### src/rtl/arm_mem_pkg.sv
// arm_mem_pkg: shared memory-path widths, store buffer depth and word-align constants
package arm_mem_pkg;
    localparam int ARM_AW = 32;
    localparam int ARM_DW = 32;
    localparam int SB_DEPTH = 4;
    localparam int ALIGN_BITS = 2;
    localparam logic [ARM_AW-1:0] WORD_MASK = ~ARM_AW'(3);
endpackage

### src/rtl/sb_match.sv
// sb_match: forwarding lookup, returns data of the youngest valid entry whose address equals la
// ports: en (lookup enable), la (word-aligned lookup address), head/count (ring state),
//        adr/dat (storage array), hit/data (forwarding result, zero when no hit)
module sb_match
    import arm_mem_pkg::*;
#(
    parameter int DEPTH = SB_DEPTH,
    parameter int AW = ARM_AW,
    parameter int DW = ARM_DW
) (
    input  logic                           en,
    input  logic [AW-1:0]                  la,
    input  logic [$clog2(DEPTH)-1:0]       head,
    input  logic [$clog2(DEPTH):0]         count,
    input  logic [DEPTH-1:0][AW-1:0]       adr,
    input  logic [DEPTH-1:0][DW-1:0]       dat,
    output logic                           hit,
    output logic [DW-1:0]                  data
);
    localparam int PW = $clog2(DEPTH);
    localparam int CW = PW + 1;
    logic [PW-1:0] idx;
    // walk oldest to youngest so the last match wins
    always_comb begin
        hit = 1'b0;
        data = '0;
        idx = '0;
        for (int k = 0; k < DEPTH; k++) begin
            idx = head + PW'(k);
            if (en && CW'(k) < count && adr[idx] == la) begin
                hit = 1'b1;
                data = dat[idx];
            end
        end
    end
endmodule

### src/rtl/store_buffer.sv
// store_buffer: in-order FIFO of CPU stores draining to data memory, with load forwarding
// ports: clk, Reset (sync active-low), MemWrite/MemRead/DataAdr/WriteData (CPU side),
//        Stall (store refused), FwdHit/FwdData (forwarding), MemReq/MemAdr/MemWData/MemAck
//        (memory side, head entry), Count (valid entries)
module store_buffer
    import arm_mem_pkg::*;
#(
    parameter int DEPTH = SB_DEPTH,
    parameter int AW = ARM_AW,
    parameter int DW = ARM_DW
) (
    input  logic                     clk,
    input  logic                     Reset,
    input  logic                     MemWrite,
    input  logic                     MemRead,
    input  logic [AW-1:0]            DataAdr,
    input  logic [DW-1:0]            WriteData,
    output logic                     Stall,
    output logic                     FwdHit,
    output logic [DW-1:0]            FwdData,
    output logic                     MemReq,
    output logic [AW-1:0]            MemAdr,
    output logic [DW-1:0]            MemWData,
    input  logic                     MemAck,
    output logic [$clog2(DEPTH):0]   Count
);
    localparam int PW = $clog2(DEPTH);
    localparam int CW = PW + 1;
    logic [DEPTH-1:0][AW-1:0] adr_q;
    logic [DEPTH-1:0][DW-1:0] dat_q;
    logic [PW-1:0] head, tail;
    logic [CW-1:0] cnt;
    logic full, push, pop;
    // full comes from the registered count, so a same-cycle ack never admits a store
    assign full = cnt == CW'(DEPTH);
    assign push = MemWrite & ~full;
    assign pop = MemReq & MemAck;
    assign Stall = MemWrite & full;
    assign MemReq = cnt != '0;
    assign MemAdr = adr_q[head];
    assign MemWData = dat_q[head];
    assign Count = cnt;
    always_ff @(posedge clk) begin
        if (Reset && push) begin
            adr_q[tail] <= DataAdr;
            dat_q[tail] <= WriteData;
        end
    end
    always_ff @(posedge clk) begin
        if (!Reset) begin
            head <= '0;
            tail <= '0;
            cnt <= '0;
        end else begin
            if (push) tail <= tail + PW'(1);
            if (pop) head <= head + PW'(1);
            cnt <= cnt + CW'(push) - CW'(pop);
        end
    end
    sb_match #(.DEPTH(DEPTH), .AW(AW), .DW(DW)) u_match (
        .en(MemRead),
        .la({DataAdr[AW-1:ALIGN_BITS], ALIGN_BITS'(0)}),
        .head(head),
        .count(cnt),
        .adr(adr_q),
        .dat(dat_q),
        .hit(FwdHit),
        .data(FwdData)
    );
endmodule

### config.mk
export PLATFORM = sky130hd
export DESIGN_NAME = store_buffer
export DESIGN_NICKNAME = d
export VERILOG_FILES = /design/src/rtl/arm_mem_pkg.sv /design/src/rtl/sb_match.sv /design/src/rtl/store_buffer.sv
export SDC_FILE = /design/constraint.sdc
export NUM_CORES = 1
export LEC_CHECK = 0
export CORE_MARGIN = 5
export CORE_UTILIZATION = 40
export DETAILED_ROUTE_END_ITERATION = 6
export PLACE_DENSITY_LB_ADDON = 0.1
export SLEW_MARGIN = 20
export SYNTH_ARGS = -nofsm -noshare
export SYNTH_HDL_FRONTEND = slang
export SYNTH_SLANG_ARGS = --single-unit
### constraint.sdc
create_clock -name clk -period 8.7 [get_ports clk]
set_clock_uncertainty 0.15 [all_clocks]
set_input_delay 1.305 -clock clk [delete_from_list [all_inputs] [get_ports clk]]
set_output_delay 1.305 -clock clk [all_outputs]
set_load 0.01 [all_outputs]
==> flow_metrics.env <==
# implementation run metrics
export IMPL_num_fill_cells=3819
export IMPL_gp_congestion=0.9036
export IMPL_lay_top_cells="edfxtp_1 (256), nor2_1 (188), clkdlybuf4s50_1 (170)"
export IMPL_fp_util=0.4050
export IMPL_run_status="finished clean"
export IMPL_ant_nets=0
export IMPL_fp_nets=1497
export IMPL_period_needed_ns=7.324
export IMPL_final_comb_area_um2=8476
export IMPL_final_cells=2080
export IMPL_final_area_um2=19900
export IMPL_r2r_end="adr_q[126]$_DFFE_PP_"
export IMPL_post_dp_cell_area_um2=18910
export IMPL_die_y_um=216.3
export IMPL_cp_startpoint="head[0]$_SDFFE_PN0P_"
export IMPL_critical_path_class="register to output pin"
export IMPL_met2_usage=0.3203
export IMPL_drive_above_1_share=0.1661
export IMPL_worstHoldPathCells=2
export IMPL_power_leakage_nw=6.311
export IMPL_period_used=0.8418
export IMPL_ys_flops=263
export IMPL_post_cts_buffers=0
export IMPL_hp_class="register to register"
export IMPL_regArea_um2=7835
export IMPL_ys_cells=1419
export IMPL_grt_pass1_wl_um=74350
export IMPL_htree_levels=2
export IMPL_clockBufferDepth=3
export IMPL_ys_types=61
export IMPL_synth_edff_count=256
export IMPL_postCtsHoldBufs=0
export IMPL_p_seq_w=0.00159
export IMPL_yosysTopAreaCell="edfxtp_1"
export IMPL_r2r_slack_ns=5.79
export IMPL_tool_warnings=32
export IMPL_pg_comb_w=0.00198
export IMPL_grt_usage=0.2024
export IMPL_die_area_um2=46790
export IMPL_hold_path_endpoint="tail[1]$_SDFFE_PN0P_"
export IMPL_whs_ns=0.4215
export IMPL_clkSlewWorstSetupHoldPaths_ns=0.05
export IMPL_synthMostInstantiatedCell="edfxtp_1"
export IMPL_cts_tree="yes"
export IMPL_slew_violations=0
export IMPL_p_sw_w=0.001687
export IMPL_finalSetupViolCount=0
export IMPL_slowest_stage="or4b_2"
export IMPL_worst_path_buf_inv=3
export IMPL_async_reset_ff_frac=0
export IMPL_syn_to_final_growth_pct=16.88
export IMPL_final_nets=1596
export IMPL_startpoint_type="register"
export IMPL_pre_cts_ws_ns=1.668
export IMPL_firstDrtPassIters=6
export IMPL_seq_power_share=0.329
export IMPL_grtUsageMet3=0.04145
export IMPL_utilization=0.4733
export IMPL_drt_iter0_drc=985
export IMPL_irDropWorstVdd_mv=0.1407
export IMPL_synth_chip_area_um2=17030
export IMPL_cp_depth=11
export IMPL_crit_chain="buf_4 -> mux2i_1 -> nor2_1 -> nor4_2 -> o2111ai_1 -> a2111oi_0 -> or4b_2 -> buf_4 -> o21a_1 -> a21oi_1 -> clkdlybuf4s50_1"
export IMPL_top_cells_by_count="edfxtp_1 (256), nor2_1 (188), mux2i_1 (161)"
export IMPL_max_slew_worst_pin_slew_ns=1.098
export IMPL_crit_required_ns=7.24
export IMPL_critPathCapture="FwdData[7]"
export IMPL_min_from="tail[1]$_SDFFE_PN0P_"
export IMPL_power_density_nw_per_um2=242.4
export IMPL_yosys_warnings=0
export IMPL_power_top_group="combinational cells"
export IMPL_top_usage_layer="met2"
export IMPL_cap_violations=0
export IMPL_power_total_w=0.004823
export IMPL_rr_startpoint="Count[1]$_SDFF_PN0_"
[cells by family (layout without fill, tap and decap cells)]
family	after synthesis	count (layout)	synth area share
compound gates	304	304	0.1321
fa+ha+maj	9	9	0.007055
mux	301	301	0.2195
buf+inv	139	261	0.04542
simple gates	291	291	0.07849
flops	263	263	0.4598
xor+xnor	112	112	0.05762
[layout make-up]
type	count	area share
Inverter	12	0.002389
Tap cell	539	0.03389
Clock buffer	38	0.04458
Multi-Input combinational cell	1017	0.4259
Clock inverter	21	0.005156
Timing Repair Buffer	190	0.09432
Sequential cell	263	0.3937
[layer usage]
| layer | routed length [um] | part of all wire |
|---|---|---|
| met1 | 21970 | 0.45 |
| met2 | 22130 | 0.46 |
| met3 | 3089 | 0.064 |
| met4 | 1147 | 0.024 |
| met5 | 48 | 0.00099 |
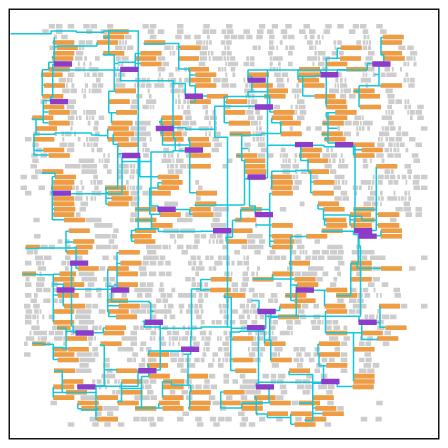
clk_routes.png
clock drivers: drawn in purple, count 34. clock wires: drawn in cyan, length 3710 um. flip-flops: drawn in orange, count 263.
There are 35 routed clock nets.
Clk. pwr: 0.00126 W
Late-Pin Clk Latency: 0.51 ns
Clk pwr share: 0.260

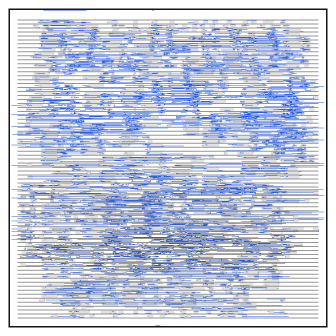
layer_met1.png
Supply wires on this layer in gray.
The layer holds 45% of the routed length. The layer carries 22.0 mm of wire.

Power is estimated from default activity; no workload was simulated.
